## config.mk

```make
export PLATFORM = sky130hd
export DESIGN_NAME = tx_arbiter
export DESIGN_NICKNAME = d
export VERILOG_FILES = /design/src/rtl/tx_arbiter.sv
export SDC_FILE = /design/constraint.sdc
export NUM_CORES = 1
export LEC_CHECK = 0
export ABC_AREA = 1
export CAP_MARGIN = 20
export CELL_PAD_IN_SITES_DETAIL_PLACEMENT = 1
export CELL_PAD_IN_SITES_GLOBAL_PLACEMENT = 2
export CORE_MARGIN = 4
export CORE_UTILIZATION = 29
export DETAILED_ROUTE_END_ITERATION = 12
export GPL_ROUTABILITY_DRIVEN = 0
export PLACE_DENSITY = 0.91
export SYNTH_ARGS = -nofsm -noshare
export SYNTH_HDL_FRONTEND = slang
export SYNTH_SLANG_ARGS = --single-unit
export TNS_END_PERCENT = 100
```

## constraint.sdc

```tcl
create_clock -name clk -period 1.9 [get_ports clk]
set_input_delay 0.285 -clock clk [delete_from_list [all_inputs] [get_ports clk]]
set_output_delay 0.285 -clock clk [all_outputs]
set_load 0.02 [all_outputs]
```

## src/rtl/tx_arbiter.sv

```systemverilog
// tx_arbiter: round-robin arbiter sharing one serial transmitter among NUM_REQ byte sources
// Ports:
//   clk, rst_n      clock, asynchronous active-low reset
//   req, data       per-requester request and packed bytes (requester i at [i*DATA_W +: DATA_W])
//   ack, err        one-cycle pulse to the served requester; err marks a watchdog abort
//   s_req, s_data   request and registered byte towards the transmitter
//   s_ack           transmitter acknowledge (first high cycle in SEND counts)
//   busy, grant_id  high in SEND/GAP; index of the current/last grant
module tx_arbiter #(
    parameter int NUM_REQ = 2,
    parameter int DATA_W = 8,
    parameter int TIMEOUT = 1000000,
    parameter int TO_W = 20,
    localparam int GW = (NUM_REQ > 1) ? $clog2(NUM_REQ) : 1
) (
    input  logic                      clk,
    input  logic                      rst_n,
    input  logic [NUM_REQ-1:0]        req,
    input  logic [NUM_REQ*DATA_W-1:0] data,
    output logic [NUM_REQ-1:0]        ack,
    output logic                      err,
    output logic                      s_req,
    output logic [DATA_W-1:0]         s_data,
    input  logic                      s_ack,
    output logic                      busy,
    output logic [GW-1:0]             grant_id
);
    typedef enum logic [1:0] {IDLE, SEND, GAP} state_t;
    state_t state, state_n;
    logic [GW-1:0] win, grant_n;
    logic [TO_W-1:0] cnt, cnt_n;
    logic [NUM_REQ-1:0] ack_n;
    logic [DATA_W-1:0] s_data_n;
    logic err_n, s_req_n, busy_n, expired;
    // Scan downward in distance so the nearest set bit after grant_id is the last to assign.
    always_comb begin
        win = grant_id;
        for (int k = NUM_REQ; k >= 1; k--)
            if (req[(int'(grant_id) + k) % NUM_REQ]) win = GW'((int'(grant_id) + k) % NUM_REQ);
    end
    assign expired = (TIMEOUT != 0) && (cnt == TO_W'(TIMEOUT - 1));
    always_comb begin
        state_n = state;
        grant_n = grant_id;
        cnt_n = cnt;
        ack_n = '0;
        err_n = 1'b0;
        s_req_n = s_req;
        s_data_n = s_data;
        busy_n = busy;
        case (state)
            IDLE: if (|req) begin
                state_n = SEND;
                grant_n = win;
                s_data_n = data[int'(win)*DATA_W +: DATA_W];
                s_req_n = 1'b1;
                busy_n = 1'b1;
                cnt_n = '0;
            end
            SEND: if (s_ack || expired) begin
                state_n = GAP;
                ack_n = NUM_REQ'(1) << grant_id;
                err_n = !s_ack;
                s_req_n = 1'b0;
            end else cnt_n = cnt + 1'b1;
            GAP: begin
                state_n = IDLE;
                busy_n = 1'b0;
            end
            default: state_n = IDLE;
        endcase
    end
    always_ff @(posedge clk or negedge rst_n)
        if (!rst_n) begin
            state <= IDLE;
            grant_id <= GW'(NUM_REQ - 1);
            cnt <= '0;
            ack <= '0;
            err <= 1'b0;
            s_req <= 1'b0;
            s_data <= '0;
            busy <= 1'b0;
        end else begin
            state <= state_n;
            grant_id <= grant_n;
            cnt <= cnt_n;
            ack <= ack_n;
            err <= err_n;
            s_req <= s_req_n;
            s_data <= s_data_n;
            busy <= busy_n;
        end
endmodule

```

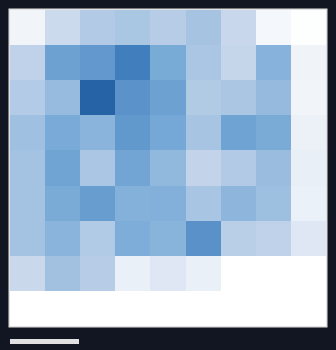
*Local utilization*
Bar = 20 um. 9 x 9 tiles, from white (low) to dark blue (high), 0 to 100% covered.
mean over tiles: 31%
tiles over 75% full: 1.2%
nearly empty tiles: 16%
fullest tile: 80%
fin util: 39.4%
core area: 6790 um^2
fp_density: 29.7%

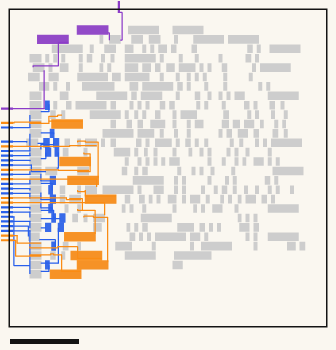
*I/O nets highlighted*
Bar = 20 um.
legend:
  blue:
    port: data
    bits: 16
    direction: input
    end_cells: 16
    buffers: 16
    wire: 220 um
  orange:
    port: s_data
    bits: 8
    direction: output
    end_cells: 8
    buffers: 8
    wire: 305 um
  purple:
    port: ack
    bits: 2
    direction: output
    end_cells: 2
    buffers: 2
    wire: 50.1 um
number of I/O port buffers: 34
I/O pin count: 35

==> results.yml <==
# physical design summary
drt:
  wl_per_cell_um: 13.3
  postRouteWirelength_um: 5720
  wl_met2_um: 2660
finish:
  syn2layout_area_growth_pct: 32.6
  comb_cells: 225
  largest_register_ffs: 20
  layout.nonclk_buf_share_pct: 16.6
  clock_area_share_pct: 4.72
  nNonClkInverters: 18
  seq_area_share_pct: 33.7
  stdcell_count: 430
synthesis:
  ys_seq_share_pct: 44.6
  mux_share_pct: 0
  yosys_warnings: 0
global_routing:
  track_usage_pct: 14.8
  antenna_found_initial: 0
  grt_pass1_vias: 2055
  top_usage_layer: "met2"
setup_path:
  arrival_ps: 1940
  cp-end-kind: "flip-flop"
  critical_path.max_stage_delay_ps: 420
  critPathTopFamily: "simple AND/OR/NAND/NOR gates"
  rrSetupSlack_ps: 130
  path_depth: 11
  required_ps: 2070
  cp-start-kind: "flip-flop"
placed_design:
  placed_area_um2: 2530
  placed_cells: 420
timing:
  slew_viol_final: 0
  fin_crit_ps: 1770
  hold_violations: 0
clocking:
  cts_tree: "done"
  clk_latency_ps: 300
outcome:
  status: "complete, no violations"
power_and_ir_drop:
  seqPwrFrac_pct: 33.9
  static-leakage-power_uw: 0.00120
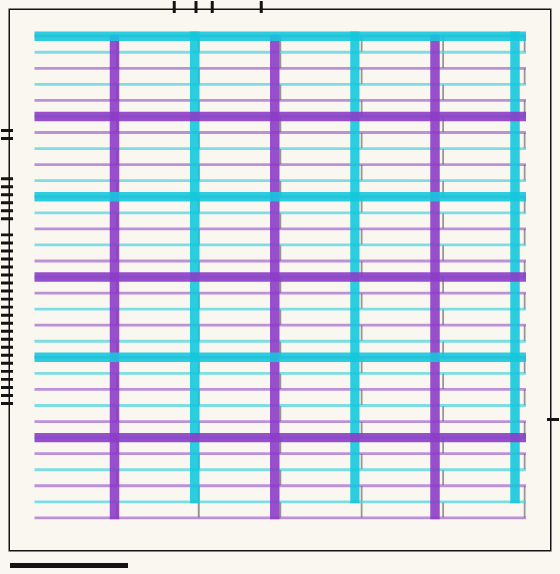
*Power grid*
Bar = 20 um. Pins as bars on the die edge. Tap cells in grey.
legend:
  purple:
    net: VSS
  cyan:
    net: VDD
signal pins: 35
met1 rails: 31
tap cells: 96
met5 straps: 6

No activity file was given, so power comes from the tool's default toggle rates.
